[config.mk]
export PLATFORM = sky130hd
export DESIGN_NAME = bcd_updown_counter
export DESIGN_NICKNAME = d
export VERILOG_FILES = /design/src/rtl/bcd_updown_counter_pkg.sv /design/src/rtl/bcd_updown_counter_key_debounce.sv /design/src/rtl/bcd_updown_counter.sv
export SDC_FILE = /design/constraint.sdc
export NUM_CORES = 1
export LEC_CHECK = 0
export CORE_MARGIN = 1.5
export CORE_UTILIZATION = 30
export CTS_CLUSTER_DIAMETER = 150
export DETAILED_ROUTE_END_ITERATION = 8
export HOLD_SLACK_MARGIN = 0.05
export MAX_ROUTING_LAYER = met4
export PLACE_DENSITY = 0.49
export SLEW_MARGIN = 20
export SYNTH_ARGS = -nofsm -noshare
export SYNTH_HDL_FRONTEND = slang
export SYNTH_SLANG_ARGS = --single-unit
[constraint.sdc]
create_clock -name clk -period 3.8 [get_ports clk]
set_input_delay 0.38 -clock clk [delete_from_list [all_inputs] [get_ports clk]]
set_output_delay 0.38 -clock clk [all_outputs]
set_load 0.02 [all_outputs]
[src/rtl/bcd_updown_counter_pkg.sv]
// Shared BCD display types and board-wide constants for the DE10-Standard
// seven-segment count path.
package bcd_updown_counter_pkg;

    typedef logic [3:0] bcd_digit_t;

    typedef struct packed {
        bcd_digit_t tens;
        bcd_digit_t ones;
    } bcd_pair_t;

    typedef enum logic {
        IDLE = 1'b0,
        RUN  = 1'b1
    } state_t;

    localparam bcd_digit_t BCD_MAX_DIGIT       = 4'd9;
    localparam int         DEBOUNCE_20MS_50MHZ = 1_000_000;

    function automatic logic is_bcd(input bcd_pair_t v);
        return (v.tens <= BCD_MAX_DIGIT) && (v.ones <= BCD_MAX_DIGIT);
    endfunction

endpackage

[src/rtl/bcd_updown_counter_key_debounce.sv]
// Pushbutton conditioner: 2-flop synchronizer, stability down-counter and a
// single-cycle pulse on each accepted press (falling edge of the debounced level).
module key_debounce
    import bcd_updown_counter_pkg::*;
#(
    parameter int DEBOUNCE_CYCLES = DEBOUNCE_20MS_50MHZ
) (
    input  logic clk,
    input  logic reset,
    input  logic key_n,
    output logic press
);

    localparam int            CW     = $clog2(DEBOUNCE_CYCLES + 1);
    localparam logic [CW-1:0] RELOAD = CW'(DEBOUNCE_CYCLES - 1);

    logic [1:0]    sync;
    logic          level;
    logic [CW-1:0] stable_cnt;

    // The new level is taken on the DEBOUNCE_CYCLES-th consecutive differing sample.
    always_ff @(posedge clk or posedge reset) begin
        if (reset) begin
            sync       <= 2'b11;
            level      <= 1'b1;
            press      <= 1'b0;
            stable_cnt <= RELOAD;
        end else begin
            sync  <= {sync[0], key_n};
            press <= 1'b0;
            if (sync[1] == level) begin
                stable_cnt <= RELOAD;
            end else if (stable_cnt == '0) begin
                level      <= sync[1];
                press      <= level;
                stable_cnt <= RELOAD;
            end else begin
                stable_cnt <= stable_cnt - 1'b1;
            end
        end
    end

endmodule

[src/rtl/bcd_updown_counter.sv]
// Two-digit BCD up/down counter with run/pause, load and clear keys; feeds the
// HEX1/HEX0 seven-segment decoder directly.
//
//   state | meaning
//   IDLE  | paused, prescaler holds its phase
//   RUN   | prescaler advancing, count steps on each tick
module bcd_updown_counter
    import bcd_updown_counter_pkg::*;
#(
    parameter int CLK_HZ          = 50_000_000,
    parameter int TICK_HZ         = 1,
    parameter int DEBOUNCE_CYCLES = DEBOUNCE_20MS_50MHZ
) (
    input  logic       clk,
    input  logic       reset,
    input  logic       key_start_n,
    input  logic       key_load_n,
    input  logic       key_clear_n,
    input  logic       up_down,
    input  logic [7:0] load_value,
    output logic [7:0] bcd_out,
    output logic       running,
    output logic       wrap,
    output logic       load_error
);

    localparam int            DIV        = CLK_HZ / TICK_HZ;
    localparam int            PW         = $clog2(DIV);
    localparam logic [PW-1:0] PRESC_LAST = PW'(DIV - 1);

    logic start_press, load_press, clear_press;

    key_debounce #(.DEBOUNCE_CYCLES(DEBOUNCE_CYCLES)) u_start (
        .clk(clk), .reset(reset), .key_n(key_start_n), .press(start_press)
    );
    key_debounce #(.DEBOUNCE_CYCLES(DEBOUNCE_CYCLES)) u_load (
        .clk(clk), .reset(reset), .key_n(key_load_n), .press(load_press)
    );
    key_debounce #(.DEBOUNCE_CYCLES(DEBOUNCE_CYCLES)) u_clear (
        .clk(clk), .reset(reset), .key_n(key_clear_n), .press(clear_press)
    );

    logic [8:0] sw_meta, sw_sync;

    always_ff @(posedge clk or posedge reset) begin
        if (reset) begin
            sw_meta <= '0;
            sw_sync <= '0;
        end else begin
            sw_meta <= {up_down, load_value};
            sw_sync <= sw_meta;
        end
    end

    logic      up_sync;
    bcd_pair_t load_sync;
    assign up_sync   = sw_sync[8];
    assign load_sync = sw_sync[7:0];

    state_t        state;
    logic [PW-1:0] presc;
    bcd_pair_t     count, count_step;
    logic          step_wrap, tick;

    always_comb begin
        count_step = count;
        step_wrap  = 1'b0;
        if (up_sync) begin
            if (count.ones == BCD_MAX_DIGIT) begin
                count_step.ones = '0;
                if (count.tens == BCD_MAX_DIGIT) begin
                    count_step.tens = '0;
                    step_wrap       = 1'b1;
                end else begin
                    count_step.tens = count.tens + 1'b1;
                end
            end else begin
                count_step.ones = count.ones + 1'b1;
            end
        end else begin
            if (count.ones == '0) begin
                count_step.ones = BCD_MAX_DIGIT;
                if (count.tens == '0) begin
                    count_step.tens = BCD_MAX_DIGIT;
                    step_wrap       = 1'b1;
                end else begin
                    count_step.tens = count.tens - 1'b1;
                end
            end else begin
                count_step.ones = count.ones - 1'b1;
            end
        end
    end

    assign tick = (state == RUN) && (presc == PRESC_LAST);

    // Event priority: clear > load > start > tick; a rejected load still drops the tick.
    always_ff @(posedge clk or posedge reset) begin
        if (reset) begin
            state      <= IDLE;
            presc      <= '0;
            count      <= '0;
            wrap       <= 1'b0;
            load_error <= 1'b0;
        end else begin
            wrap <= 1'b0;
            if (clear_press) begin
                state      <= IDLE;
                presc      <= '0;
                count      <= '0;
                load_error <= 1'b0;
            end else if (load_press) begin
                if (is_bcd(load_sync)) begin
                    count      <= load_sync;
                    presc      <= '0;
                    load_error <= 1'b0;
                end else begin
                    load_error <= 1'b1;
                end
            end else if (start_press) begin
                state <= (state == IDLE) ? RUN : IDLE;
            end else if (state == RUN) begin
                if (tick) begin
                    presc <= '0;
                    count <= count_step;
                    wrap  <= step_wrap;
                end else begin
                    presc <= presc + 1'b1;
                end
            end
        end
    end

    assign bcd_out = count;
    assign running = (state == RUN);

endmodule

### Clock network drawn from the DEF

Scale bar: 50 um.
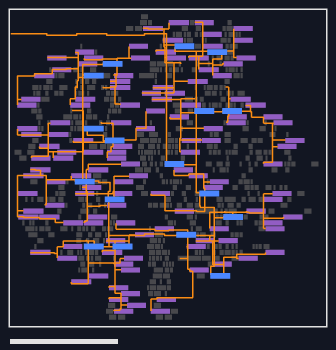
- clock wires: orange (length 1830 um)
- flip-flops: purple (count 127)
- clock-net drivers: blue (count 17)
- flops lie: widely spread
- routed clock nets: 18
clock network latency to the later pin of the worst-skew pair: 420 ps
Clock Power Share: 0.507
P_clk: 1.53 mW
skew final: 6.68 ps

### Cells coloured by class

Scale bar: 50 um.
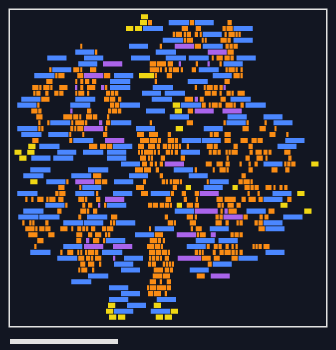
- registers: blue (cells 127; share of their area 47%)
- remaining logic cells: orange (cells 453; share of their area 41%)
- remaining buffers and delay cells: yellow (cells 28; share of their area 4.1%)
- clock drivers and dummy loads: purple (cells 32; share of their area 7.9%)
Seq area share: 0.447
Final Util: 0.360
Core Footprint: 0.0201 mm^2
design area: 0.00723 mm^2
row count: 52

==> results.yml <==
# physical design summary
run_status:
  result_of_the_run: "finished clean"
clock_network:
  clk_transition_reported_paths_ps: 50
  cts_hold_buf: 0
  post_cts_setup_repair_buffer_count: 0
  cts.root.buffer_cell: "clkbuf_16"
  cts_made_buffers: 17
  cts_buffer_depth: 2
  cts_tree: "done"
synth:
  synthesis.nets: 624
  synth_area_per_cell_um2: 10.3
  yosys-dominant-comb-family: "simple AND/OR/NAND/NOR gates"
  synth.ff_latch_count: 127
  share_of_synthesized_cell_area_in_and_or_and_or_and_compound_cells: 0.0870
  edf_count: 0
  yosys_most_used_dff: "dfrtp_1"
  post_synth_arst_share: 1.00
  top_area_cell: "dfrtp_1"
  synth_cells: 597
  mux_share: 0.0210
  netlist_area_mm2: 0.00613
  synth_adder_area_share: 0.0265
  yosys.stat.seqShare: 0.528
  area_leaders: "dfrtp_1 33%, dfstp_2 19%, xnor2_1 5.9%"
setup_path:
  path_class: "register to register"
  timing.rr.start: "u_load.press$_DFF_PP0_"
  timing.critical_path.arrival_ps: 2860
  regToRegEndpoint: "presc[25]$_DFFE_PP0P_"
  cp-start-kind: "register"
  worstSetupEndpointType: "register"
  critical_path.max_fanout: 13
  worst_ep_required_time_ps: 4130
  setup.reg_to_reg.worst_slack_ps: 1270
cells_and_area:
  layout.buffer.nonclock.area_share: 0.0391
  layout.non_clock_buffers: 28
  layout.comb_gates.multi_input: 433
  area_delta_synth_final_pct: 18.0
  final_common_cell: "dfrtp_1"
  layout.cells.non_filler: 910
  largest_register_ff_count: 26
  combAreaFraction: 0.381
  final-comb-area_mm2: 0.00275
  num_antenna_cells: 0
  mostFrequentLayoutCells: "82 x dfrtp_1, 73 x nor2_1, 55 x nand2_1, 45 x dfstp_2, 41 x xnor2_1"
  layout.cells.largest_class: "registers"
  max_flop_register: "presc"
  nFillCells: 1985
global_route:
  total_gr_overflow: 0
  wire_length_of_the_first_global_routing_pass_um: 22100
  grt_max_degree: 69
  antenna_found_initial: 0
  grt_use_total: 0.133
hold_path:
  hold_path_depth: 0
  worst_hold_startpoint: "sw_meta[5]$_DFF_PP0_"
  worst_hold_check_path_type: "register to register"
pwr:
  total_leakage_power_nw: 2.79
  worst_ir_drop_vdd_uv: 265
job:
  cap_violations: 0
placement:
  dp.final_hpwl_um: 8680
  routabilityCongestion: 0.791
  placed_cells: 878
  place_area_mm2: 0.00669
detailed_routing:
  drcViolationCount: 0
  post_drt_via_cell_ratio: 4.92
  antenna_left: 0
die:
  chipWidth_um: 146
  chip_area_mm2: 0.0213
  chipHeight_um: 146
final_timing:
  total_neg_setup_slack_ps: 0
  timing.final.crit_period_ps: 2530
  final_worst_setup_slack_ps: 1270
  fin_hold_ws_ps: 348
  grt_setup_unrepaired: "no"
### Met2 routing

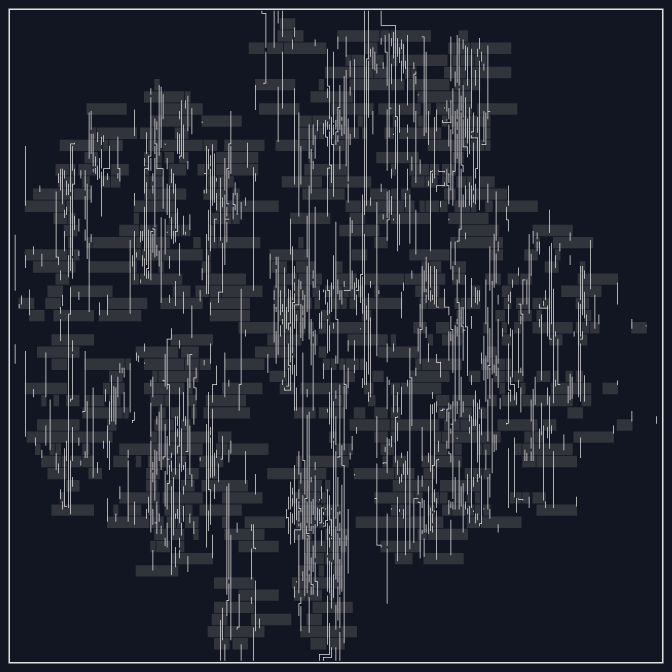
- longest straight run: 45.5 um
- main direction: vertical
- share of all routed wire: 48%
wirelength, routed: 12900 um
M2 GR Usage: 0.208
vias post-DR: 4475

where the power goes:
group	total [mW]	switching (mW)	leakage [nW]	internal (mW)
clock	1.53	0.570	0.266	0.958
sequential	1.40	0.0155	1.58	1.38
combinational	0.0832	0.0539	0.951	0.0293
total	3.01	0.639	2.79	2.37
worst max-delay path: stages (launching register included):
cell and delay [ps]:
dfrtp_1 570, nor2_1 280, a2111oi_2 650, nand4b_1 350, or3_1 430, a21oi_1 160
metal layers:
metal / up-vias / part of all wire / global-route usage
li1: 2174 / - / -
met1: 2202 / 0.47 / 0.164
met2: 78 / 0.48 / 0.208
met3: 21 / 0.030 / 0.0307
met4: 0 / 0.020 / 0.0592
met5: - / 0 / -
how the worst max path moves through the flow:
| stage | start | depth (start not counted) | slack (ps) | to |
|---|---|---|---|---|
| after floorplan | reset | 1 | 110 | bcd_out[0]$_DFFE_PP0P_ |
| after global placement | u_load.stable_cnt[6]$_DFF_PP0_ | 5 | 1360 | u_load.stable_cnt[19]$_DFF_PP1_ |
| after detailed placement | u_clear.stable_cnt[13]$_DFF_PP0_ | 5 | 1300 | u_clear.stable_cnt[1]$_DFF_PP1_ |
| after CTS | u_clear.stable_cnt[13]$_DFF_PP0_ | 5 | 1270 | u_clear.stable_cnt[1]$_DFF_PP1_ |
| after global routing | u_load.press$_DFF_PP0_ | 5 | 1100 | presc[25]$_DFFE_PP0P_ |
| final | u_load.press$_DFF_PP0_ | 5 | 1270 | presc[25]$_DFFE_PP0P_ |
Power figures rest on the tool's default switching activity, not on a simulated workload.
